### Clock network drawn from the DEF, run 1

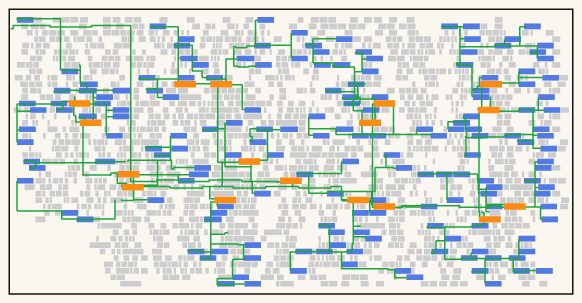
### Routing congestion, run 1

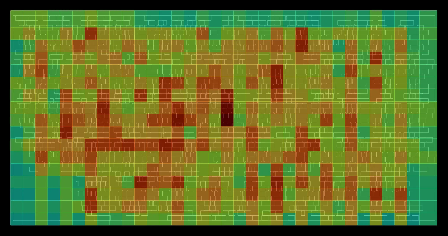
### I/O pins on the die edge, run 1

Pins as bars across the die edge, other pins in grey.
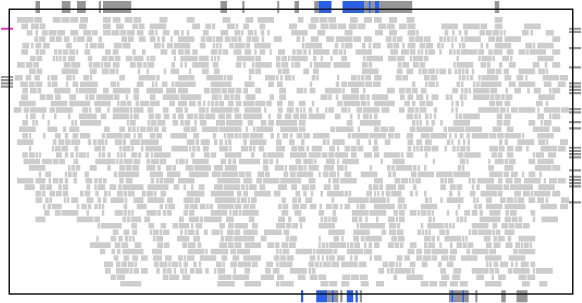
<file path="src/rtl/seq_divider.sv">
`default_nettype none
// ============================================================================
//  Module      : seq_divider
//  Description : Multi-cycle signed divider. Radix-2 restoring division on
//                operand magnitudes (one quotient bit per cycle), followed by
//                a sign-fix cycle. Quotient -> lo, remainder -> hi.
//                Divide-by-zero short-circuits straight to DONE.
//  Revision    : 1.0 - initial release
// ============================================================================
module seq_divider #(
    parameter int WIDTH = 32,
    parameter int CNT_W = 5
) (
    input  logic             clk,
    input  logic             reset,
    input  logic             start,
    input  logic [WIDTH-1:0] dividend,
    input  logic [WIDTH-1:0] divisor,
    output logic             busy,
    output logic             done,
    output logic             div_by_zero,
    output logic [WIDTH-1:0] hi,
    output logic [WIDTH-1:0] lo
);

    localparam logic [1:0] S_IDLE = 2'd0;
    localparam logic [1:0] S_RUN  = 2'd1;
    localparam logic [1:0] S_FIX  = 2'd2;
    localparam logic [1:0] S_DONE = 2'd3;

    localparam logic [CNT_W-1:0] C_CNT_LAST = CNT_W'(WIDTH - 1);

    logic [1:0]       r_state;
    logic [CNT_W-1:0] r_cnt;
    logic [WIDTH-1:0] r_rem;
    logic [WIDTH-1:0] r_q;
    logic [WIDTH-1:0] r_dvsr;
    logic             r_sign_q;
    logic             r_sign_r;
    logic             r_dbz;
    logic [WIDTH-1:0] r_hi;
    logic [WIDTH-1:0] r_lo;

    logic [WIDTH-1:0] w_dvd_abs;
    logic [WIDTH-1:0] w_dvs_abs;
    logic             w_dvs_zero;
    logic [WIDTH:0]   w_shift;
    logic [WIDTH:0]   w_trial;
    logic             w_trial_ok;
    logic [WIDTH-1:0] w_q_fix;
    logic [WIDTH-1:0] w_r_fix;

    // Magnitudes in WIDTH bits: the most negative value maps onto itself and
    // is then treated as an unsigned magnitude, which gives the wrap result.
    assign w_dvd_abs  = dividend[WIDTH-1] ? (-dividend) : dividend;
    assign w_dvs_abs  = divisor[WIDTH-1]  ? (-divisor)  : divisor;
    assign w_dvs_zero = (divisor == '0);

    // One restoring step: shift {rem,q} left, then try subtracting the divisor.
    // rem < divisor always holds, so WIDTH+1 bits cannot overflow.
    assign w_shift    = {r_rem, r_q[WIDTH-1]};
    assign w_trial    = w_shift - {1'b0, r_dvsr};
    assign w_trial_ok = ~w_trial[WIDTH];

    // Sign fix: quotient negative if operand signs differ, remainder follows dividend.
    assign w_q_fix = r_sign_q ? (-r_q)   : r_q;
    assign w_r_fix = r_sign_r ? (-r_rem) : r_rem;

    // Control FSM plus datapath registers.
    always_ff @(posedge clk) begin
        if (reset) begin
            r_state  <= S_IDLE;
            r_cnt    <= '0;
            r_rem    <= '0;
            r_q      <= '0;
            r_dvsr   <= '0;
            r_sign_q <= 1'b0;
            r_sign_r <= 1'b0;
            r_dbz    <= 1'b0;
            r_hi     <= '0;
            r_lo     <= '0;
        end else begin
            case (r_state)
                S_IDLE: begin
                    if (start) begin
                        if (w_dvs_zero) begin
                            r_lo    <= '1;
                            r_hi    <= dividend;
                            r_dbz   <= 1'b1;
                            r_state <= S_DONE;
                        end else begin
                            r_q      <= w_dvd_abs;
                            r_dvsr   <= w_dvs_abs;
                            r_sign_q <= dividend[WIDTH-1] ^ divisor[WIDTH-1];
                            r_sign_r <= dividend[WIDTH-1];
                            r_rem    <= '0;
                            r_cnt    <= C_CNT_LAST;
                            r_dbz    <= 1'b0;
                            r_state  <= S_RUN;
                        end
                    end
                end
                S_RUN: begin
                    if (w_trial_ok) begin
                        r_rem <= w_trial[WIDTH-1:0];
                        r_q   <= {r_q[WIDTH-2:0], 1'b1};
                    end else begin
                        r_rem <= w_shift[WIDTH-1:0];
                        r_q   <= {r_q[WIDTH-2:0], 1'b0};
                    end
                    if (r_cnt == '0) begin
                        r_state <= S_FIX;
                    end else begin
                        r_cnt <= r_cnt - 1'b1;
                    end
                end
                S_FIX: begin
                    r_lo    <= w_q_fix;
                    r_hi    <= w_r_fix;
                    r_state <= S_DONE;
                end
                S_DONE: begin
                    r_state <= S_IDLE;
                end
                default: begin
                    r_state <= S_IDLE;
                end
            endcase
        end
    end

    assign busy        = (r_state == S_RUN) || (r_state == S_FIX);
    assign done        = (r_state == S_DONE);
    assign div_by_zero = r_dbz;
    assign hi          = r_hi;
    assign lo          = r_lo;

endmodule
`default_nettype wire

</file>
<file path="config.mk">
export PLATFORM = sky130hd
export DESIGN_NAME = seq_divider
export DESIGN_NICKNAME = d
export VERILOG_FILES = /design/src/rtl/seq_divider.sv
export SDC_FILE = /design/constraint.sdc
export NUM_CORES = 1
export LEC_CHECK = 0
export CAP_MARGIN = 10
export CORE_ASPECT_RATIO = 0.5
export CORE_UTILIZATION = 40
export CTS_CLUSTER_SIZE = 8
export DETAILED_ROUTE_END_ITERATION = 7
export PLACE_DENSITY_LB_ADDON = 0.05
export SYNTH_ARGS = -nofsm -noshare
export SYNTH_HDL_FRONTEND = slang
export SYNTH_SLANG_ARGS = --single-unit
</file>
<file path="constraint.sdc">
create_clock -name clk -period 3.2 [get_ports clk]
set_clock_uncertainty 0.2 [all_clocks]
set_input_delay 0.32 -clock clk [delete_from_list [all_inputs] [get_ports clk]]
set_output_delay 0.32 -clock clk [all_outputs]
set_load 0.005 [all_outputs]
</file>
==> run notes, run 1 <==
run metrics: run status=finished with violations, failing checks=negative setup slack, sequential cell area share=22.2%, async set-or-reset flop fraction in the synthesized netlist=0%, Worst Max-Slew Pin Slew=834 ps, hold-fix buffers at CTS=0, final count of pins violating max slew=0, number of buffer cells added on primary ports=133, Hold Path Depth=2, combined area of all synthesized cells=0.0111 sq mm, Die Wd=238 um, wire length reported by the detailed router=35.8 mm, pin count of the biggest net entering global routing=61, Tap Count=374, Sequential Area=0.00343 sq mm, most frequent logic cell in the layout=sky130_fd_sc_hd__nand2_1, startpoint type of the worst setup path=flip-flop, XORs/XNORs by Area=11.6%, busiest grt layer=met2, CP max stage delay=400 ps, Vias per Instance=5.48, clock root buffer=sky130_fd_sc_hd__clkbuf_16, yosys synthesis chip area=0.0111 sq mm, M1 wire length=17.5 mm, dpl cells=2066, Final ANT Viol Nets=0, proportion of layout cells with a drive suffix above 1=20.5%, FF-to-FF Start=r_dvsr[25], critical path peak fanout=7, routed vias=11600, worst-case setup slack after placement=-423 ps, post-layout worst setup margin=-13.5 ps, power drawn by the combinational cells=0.00587 W, part of the power in registers=27.2%, count of endpoints failing setup in the final report=2, family with the most delay on the worst path=AND-OR/OR-AND gates, count of flip-flops with a built-in enable after synthesis=0, endpoint type of the worst setup path=flip-flop, Placed Instance Area=0.0142 sq mm, number of synthesized register bits=170, syn_area_per_cell=7.65 sq um, worst setup path endpoint=r_rem[10], post-cts resize count=36, path class of the lowest-slack min-delay path=in2reg, count of multi-input combinational gates=1136, top logic cells by instance count in the layout=sky130_fd_sc_hd__nand2_1 (227), sky130_fd_sc_hd__buf_4 (200), sky130_fd_sc_hd__dfxtp_1 (156), sky130_fd_sc_hd__clkdlybuf4s50_1 (132), sky130_fd_sc_hd__nor2_1 (110), Post-synth area hogs=sky130_fd_sc_hd__dfxtp_1 (31%), sky130_fd_sc_hd__xor2_1 (8.2%), sky130_fd_sc_hd__nand2_1 (7.7%), Lkg Pwr=6.04 nW, number of buffers inserted to repair setup after CTS=3, yosys stat cell total=1451, net switching power=0.00465 W, met2 wirelength from detailed routing=16.0 mm, Crit path arrival time=3370 ps, dominant kind of combinational cell=AND-OR/OR-AND gates, Met3 Routed Length=1.79 mm, clock insertion delay at the later pin of the skew report=450 ps, chip area=0.0285 sq mm, total I/O pin count=134, crit-path most repeated cell=sky130_fd_sc_hd__a221o_1, clock slew seen by the registers of the worst setup and hold paths=70 ps, share of total power in combinational logic=53.3%, post-detailed-route DRC marker count=0, number of iterations in the first detailed-routing pass=5, Top cell area share=30.7%
## Picture notes: 'Clock network drawn from the DEF'
legend:
  flip-flops:
    colour: blue
    count: 170
  clock wires:
    colour: green
    length: 2460 um
  clock-net drivers:
    colour: orange
    count: 17
flops lie: all over the die

## Picture notes: 'Routing congestion'
routing usage on met3: 3.80%
met2 usage: 38.8%

## Picture notes: 'I/O pins on the die edge'
legend:
  `hi`:
    colour: blue
    pins: 32
    direction: output
    edge: 19 north, 13 south
  `clk`:
    colour: magenta
    pins: 1
    direction: input
    edge: west

### Placed cells, one colour a class, run 1

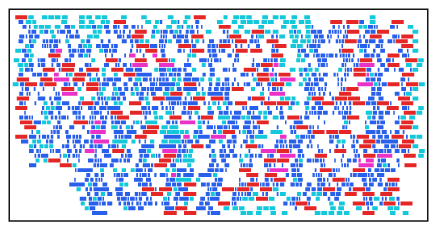

==> inputs of run 2 (changes only) <==
--- a/config.mk
+++ b/config.mk
@@ -5,9 +5,10 @@
 export SDC_FILE = /design/constraint.sdc
 export NUM_CORES = 1
 export LEC_CHECK = 0
+export ABC_AREA = 1
 export CAP_MARGIN = 10
 export CORE_ASPECT_RATIO = 0.5
-export CORE_UTILIZATION = 40
+export CORE_UTILIZATION = 53
 export CTS_CLUSTER_SIZE = 8
 export DETAILED_ROUTE_END_ITERATION = 7
 export PLACE_DENSITY_LB_ADDON = 0.05
### Placed cells, one colour a class, run 2

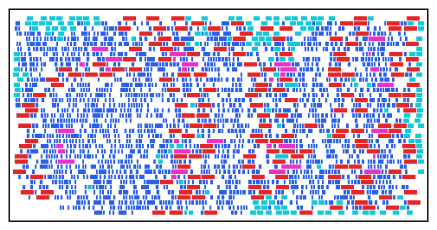
legend:
  remaining buffers and delay cells:
    colour: cyan
    cells: 164
    share_of_their_area: 11%
  clock drivers and dummy loads:
    colour: magenta
    cells: 32
    share_of_their_area: 3.9%
  sequential cells:
    colour: red
    cells: 170
    share_of_their_area: 23%
  remaining logic cells:
    colour: blue
    cells: 1888
    share_of_their_area: 62%

### Clock network drawn from the DEF, run 2

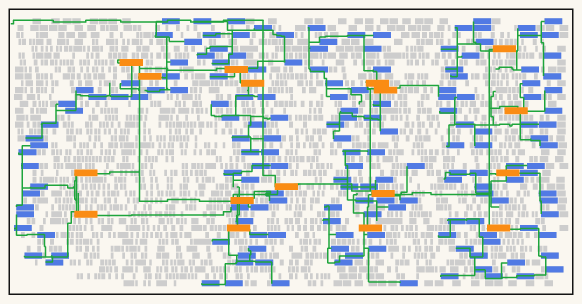
legend:
  clock-net drivers:
    colour: orange
    count: 17
  flip-flops:
    colour: blue
    count: 170
  clock wires:
    colour: green
    length: 2360 um
routed clock nets: 18
flops lie: all over the die

==> run 2 against run 1 <==
Against the previous run:
- the flow now finishes without violations
- largest power group unchanged
- utilization rose by 6.9 points
- highest routed layer unchanged
- maximum frequency rose by 8.6%
- first-iteration DRC count rose by 40%
- global-route usage rose by 7.9 points
- largest cell class unchanged
==> run notes, run 2 <==
run metrics: clock slew seen by the registers of the worst setup and hold paths=70 ps (about the same), wire length reported by the detailed router=40.4 mm (+13%), power drawn by the combinational cells=0.00501 W (-15%), Lkg Pwr=6.90 nW (+14%), top logic cells by instance count in the layout=sky130_fd_sc_hd__nand2_1 (526), sky130_fd_sc_hd__inv_1 (288), sky130_fd_sc_hd__nor2_1 (212), sky130_fd_sc_hd__a21oi_1 (196), sky130_fd_sc_hd__o21ai_0 (186), total I/O pin count=134 (unchanged), final count of pins violating max slew=0 (unchanged), Placed Instance Area=0.0144 sq mm (+1.3%), number of DRC markers after the initial detailed-route iteration=1439, family with the most delay on the worst path=simple AND/OR/NAND/NOR gates, yosys synthesis chip area=0.0128 sq mm (+15%), number of synthesized register bits=170 (unchanged), busiest grt layer=met2, count of endpoints failing setup in the final report=0 (-2), most used flip-flop cell after synthesis=sky130_fd_sc_hd__dfxtp_1, Max Fclk=0.338 GHz, routed vias=14000 (+21%), chip area=0.0248 sq mm (-13%), endpoint type of the worst setup path=flip-flop, path class of the lowest-slack min-delay path=in2reg, power share of the clock group=20.6%, pin count of the biggest net entering global routing=55 (-9.8%), run status=finished clean, critical path peak fanout=9 (+2), M1 wire length=19.7 mm (+13%), count of flip-flops with a built-in enable after synthesis=0 (unchanged), Vias per Instance=5.48 (about the same), most frequent logic cell in the layout=sky130_fd_sc_hd__nand2_1, post-layout worst setup margin=241 ps (+255 ps), startpoint type of the worst setup path=flip-flop, Worst Max-Slew Pin Slew=751 ps (-83.2 ps), net switching power=0.00467 W (+0.43%), async set-or-reset flop fraction in the synthesized netlist=0% (unchanged), Sequential Area=0.00340 sq mm (-0.66%), Met3 Routed Length=3.13 mm (+76%), worst-case setup slack after placement=245 ps (+667 ps), met2 usage=49.4% (+11 points), Crit path arrival time=3070 ps (-300 ps), sequential cell area share=22.8% (+0.58 points), CP max stage delay=420 ps (+20 ps), number of buffers inserted to repair setup after CTS=0 (-3), Hold Path Depth=4 (+2), number of iterations in the first detailed-routing pass=5 (unchanged), combined area of all synthesized cells=0.0128 sq mm (+15%), TritonCTS buffer count=17, crit-path most repeated cell=sky130_fd_sc_hd__nand2_1, utilization after layout=64.3%, clock insertion delay at the later pin of the skew report=460 ps (about the same), Tap Count=307 (-18%), routing usage on met3=6.07% (+2.3 points), XORs/XNORs by Area=4.11% (-7.5 points), worst slack on hold paths=252 ps, clock root buffer=sky130_fd_sc_hd__clkbuf_16, Final ANT Viol Nets=0 (unchanged), FF-to-FF Start=r_q[31]
Power and IR drop assume default switching activity.
